### Signal wires by layer

(4 px per um)
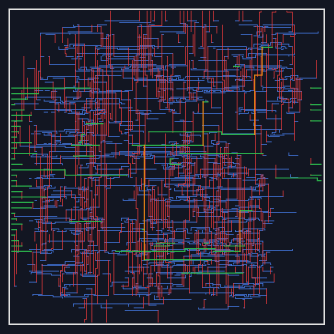
### The clock network

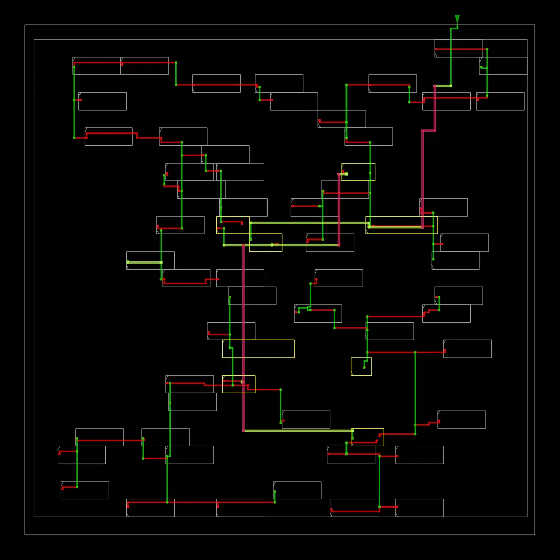
### Port wiring

(6 px per um)
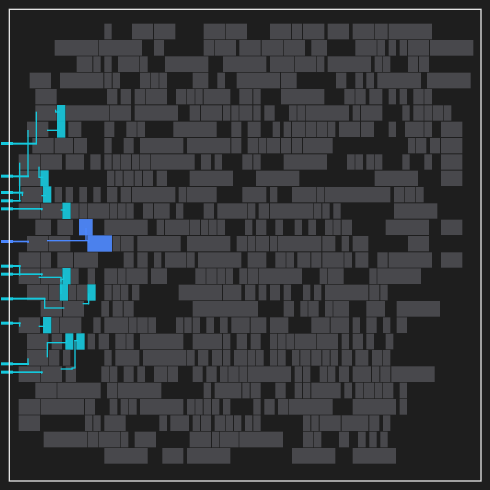
$ cat src/rtl/eth_tx_sched.sv
// Transmit scheduler: round-robin arbitration of two frame requesters onto the
// single Manchester transmitter, with inter-packet gap and start-timeout watch.
module eth_tx_sched #(
  parameter int IPG_CYCLES    = 192,
  parameter int START_TIMEOUT = 8,
  parameter int MIN_PAYLOAD   = 18,
  parameter int MAX_PAYLOAD   = 1472
) (
  input  logic        clkTx,
  input  logic        reset,
  input  logic        req0,
  input  logic [10:0] len0,
  input  logic        req1,
  input  logic [10:0] len1,
  input  logic        tx_busy,
  output logic        tx_start,
  output logic [10:0] tx_len,
  output logic        tx_sel,
  output logic        gnt0,
  output logic        gnt1,
  output logic        done0,
  output logic        done1,
  output logic        tx_err,
  output logic [15:0] frames_sent
);

  typedef enum logic [2:0] {IDLE, START, WAIT_BUSY, SENDING, GAP} state_t;

  localparam logic [15:0] IPG_LAST     = 16'(IPG_CYCLES - 1);
  localparam logic [15:0] TIMEOUT_LAST = 16'(START_TIMEOUT - 1);
  localparam logic [10:0] MIN_LEN      = 11'(MIN_PAYLOAD);
  localparam logic [10:0] MAX_LEN      = 11'(MAX_PAYLOAD);

  state_t      state_q, state_d;
  logic [15:0] timer_q, timer_d;
  logic        ptr_q, ptr_d;
  logic [10:0] txLen_q, txLen_d;
  logic        txSel_q, txSel_d;
  logic        txStart_q, txStart_d;
  logic        gnt0_q, gnt0_d;
  logic        gnt1_q, gnt1_d;
  logic        done0_q, done0_d;
  logic        done1_q, done1_d;
  logic        txErr_q, txErr_d;
  logic [15:0] frameCnt_q, frameCnt_d;

  logic        pick;
  logic [10:0] pickLen;
  logic [10:0] clampLen;

  // ptr_q holds the last-served requester, so a tie goes to the other one.
  always_comb begin
    pick     = (req0 && req1) ? ~ptr_q : req1;
    pickLen  = pick ? len1 : len0;
    clampLen = pickLen;
    if (pickLen < MIN_LEN) begin
      clampLen = MIN_LEN;
    end else if (pickLen > MAX_LEN) begin
      clampLen = MAX_LEN;
    end
  end

  always_comb begin
    state_d    = state_q;
    timer_d    = timer_q;
    ptr_d      = ptr_q;
    txLen_d    = txLen_q;
    txSel_d    = txSel_q;
    txStart_d  = 1'b0;
    gnt0_d     = 1'b0;
    gnt1_d     = 1'b0;
    done0_d    = 1'b0;
    done1_d    = 1'b0;
    txErr_d    = 1'b0;
    frameCnt_d = frameCnt_q;
    case (state_q)
      IDLE: begin
        if (req0 || req1) begin
          txSel_d   = pick;
          ptr_d     = pick;
          txLen_d   = clampLen;
          txStart_d = 1'b1;
          gnt0_d    = ~pick;
          gnt1_d    = pick;
          state_d   = START;
        end
      end
      START: begin
        timer_d = '0;
        state_d = WAIT_BUSY;
      end
      WAIT_BUSY: begin
        if (tx_busy) begin
          state_d = SENDING;
        end else if (timer_q == TIMEOUT_LAST) begin
          txErr_d = 1'b1;
          timer_d = '0;
          state_d = GAP;
        end else begin
          timer_d = timer_q + 16'd1;
        end
      end
      SENDING: begin
        if (!tx_busy) begin
          done0_d    = ~txSel_q;
          done1_d    = txSel_q;
          frameCnt_d = frameCnt_q + 16'd1;
          timer_d    = '0;
          state_d    = GAP;
        end
      end
      GAP: begin
        // Requests stay pending here; they are only looked at again in IDLE.
        if (timer_q == IPG_LAST) begin
          state_d = IDLE;
        end else begin
          timer_d = timer_q + 16'd1;
        end
      end
      default: state_d = IDLE;
    endcase
  end

  always_ff @(posedge clkTx) begin
    if (reset) begin
      state_q    <= IDLE;
      timer_q    <= '0;
      ptr_q      <= 1'b1;
      txLen_q    <= '0;
      txSel_q    <= 1'b0;
      txStart_q  <= 1'b0;
      gnt0_q     <= 1'b0;
      gnt1_q     <= 1'b0;
      done0_q    <= 1'b0;
      done1_q    <= 1'b0;
      txErr_q    <= 1'b0;
      frameCnt_q <= '0;
    end else begin
      state_q    <= state_d;
      timer_q    <= timer_d;
      ptr_q      <= ptr_d;
      txLen_q    <= txLen_d;
      txSel_q    <= txSel_d;
      txStart_q  <= txStart_d;
      gnt0_q     <= gnt0_d;
      gnt1_q     <= gnt1_d;
      done0_q    <= done0_d;
      done1_q    <= done1_d;
      txErr_q    <= txErr_d;
      frameCnt_q <= frameCnt_d;
    end
  end

  assign tx_start    = txStart_q;
  assign tx_len      = txLen_q;
  assign tx_sel      = txSel_q;
  assign gnt0        = gnt0_q;
  assign gnt1        = gnt1_q;
  assign done0       = done0_q;
  assign done1       = done1_q;
  assign tx_err      = txErr_q;
  assign frames_sent = frameCnt_q;

endmodule

$ cat config.mk
export PLATFORM = sky130hd
export DESIGN_NAME = eth_tx_sched
export DESIGN_NICKNAME = d
export VERILOG_FILES = /design/src/rtl/eth_tx_sched.sv
export SDC_FILE = /design/constraint.sdc
export NUM_CORES = 1
export LEC_CHECK = 0
export ABC_AREA = 1
export CORE_UTILIZATION = 50
export DETAILED_ROUTE_END_ITERATION = 16
export PLACE_DENSITY = 0.79
export SLEW_MARGIN = 20
export SYNTH_ARGS = -nofsm -noshare
export SYNTH_HDL_FRONTEND = slang
export SYNTH_SLANG_ARGS = --single-unit
$ cat constraint.sdc
create_clock -name clkTx -period 2.25 [get_ports clkTx]
set_input_delay 0.225 -clock clkTx [delete_from_list [all_inputs] [get_ports clkTx]]
set_output_delay 0.225 -clock clkTx [all_outputs]
set_load 0.005 [all_outputs]
==> run summary <==
The flow run is done. Number of maximum-capacitance violations landed at 0. For this run, the post-layout net count is 519. The critical path is of the in2reg type. The highest layer touched by signal routing is met4. The clock passes through at most 2 buffers. Net count of the mapped netlist landed at 456. The pre-CTS setup check shows a worst slack of ~0.15 ns. Floorplan row count landed at 27. Ratio of routed vias to standard cells landed at between 5 and 6. The cell family contributing the most delay on the critical path is buffers and inverters.

On the final layout, the worst hold slack is between 0.4 and 0.5 ns. Count of flip-flops with a built-in enable after synthesis landed at 0. Count of plain and timing-repair buffers landed at ~66.

Once synthesis finished, the tally of register bits stood at between 50 and 60. The number of global-route vias before repair is approximately 2600. Summing over the stages, the warning tally comes to 26. The CTS report gives the tree buffer count as 5. Count of multi-input combinational gates landed at between 300 and 400.

The commonest cells after synthesis are nand2_1, inv_1, dfxtp_1. Maximum clock skew at final layout landed at between 0.009 and 0.01 ns. Floorplan core density landed at 0.523.

Checking hold timing, the worst path is listed with class reg2reg. The fraction of cell area in multi-input combinational cells is reported as 0.415. Summed over all cells, the static leakage comes to around 1.5 nW. Routed length on met2 landed at approximately 3.1 mm.

The flow ran to the end, and the final reports show no timing, DRC or antenna violations. Yosys stat chip area landed at around 2900 um^2. The worst path meets setup with between 0.4 and 0.5 ns of slack.

At the worst endpoint, the required time is about 2.5 ns. In the finished design, the share of the clock period the worst path needs comes to 0.786. The slowest stage of the critical path belongs to the cell clkdlybuf4s50_1. Well tap count landed at between 70 and 80. The placement report lists the number of port buffers as around 60.

Total grt overflow landed at 0. Setup repair after global routing left no endpoint under its margin. The synthesized netlist handed to floorplanning was reported with a cell count of between 400 and 500. Of the total standard cell area in the layout, the sequential portion is 0.291. Cell total after placement landed at roughly 560. For the worst min-delay path, the startpoint reported by OpenROAD is tx_len[5]$_SDFFE_PP0P_. Per STA, the startpoint of the critical path is req1.
## Picture notes: 'Signal wires by layer'
[M3] green | wire length: 346 um
[M1] blue | wire length: 2980 um
[M4] orange | wire length: 73.2 um
[M2] red | wire length: 3110 um

## Picture notes: 'The clock network'
insertion delay to the later sink of the worst-skew pair: 0.31 ns
clock sink count: 54

## Picture notes: 'Port wiring'
[len0] cyan | bits: 11 | direction: input | edge: left | end cells: 11 | buffers: 11 | wire: 93.2 um
[req0] blue | bits: 1 | direction: input | edge: left | end cells: 2 | buffers: 1 | wire: 12.0 um

-- tightest hold or removal path, delay by kind of cell, from the launching register on --
family	cells	cell delay, ns
AOI/OAI and AO/OA	1	0.05
DFF	1	0.32
and+or+nand+nor	1	0.06
-- cell families after synthesis --
kind of cell,count (synthesis),share of synthesized area
simple gates,225,0.369
fa+ha+maj,2,0.00858
flops,54,0.371
xor+xnor,9,0.0270
compound gates,68,0.125
buf+inv,69,0.100
-- report_power, final --
| group | internal (W) | switching [W] | total (W) | leakage (nW) |
|---|---|---|---|---|
| clock | 0.000446 | 0.000332 | 0.000778 | 0.0683 |
| sequential | 0.00108 | 0.0000816 | 0.00116 | 0.439 |
| combinational | 0.000471 | 0.000677 | 0.00115 | 0.972 |
Power figures rest on the tool's default switching activity, not on a simulated workload.
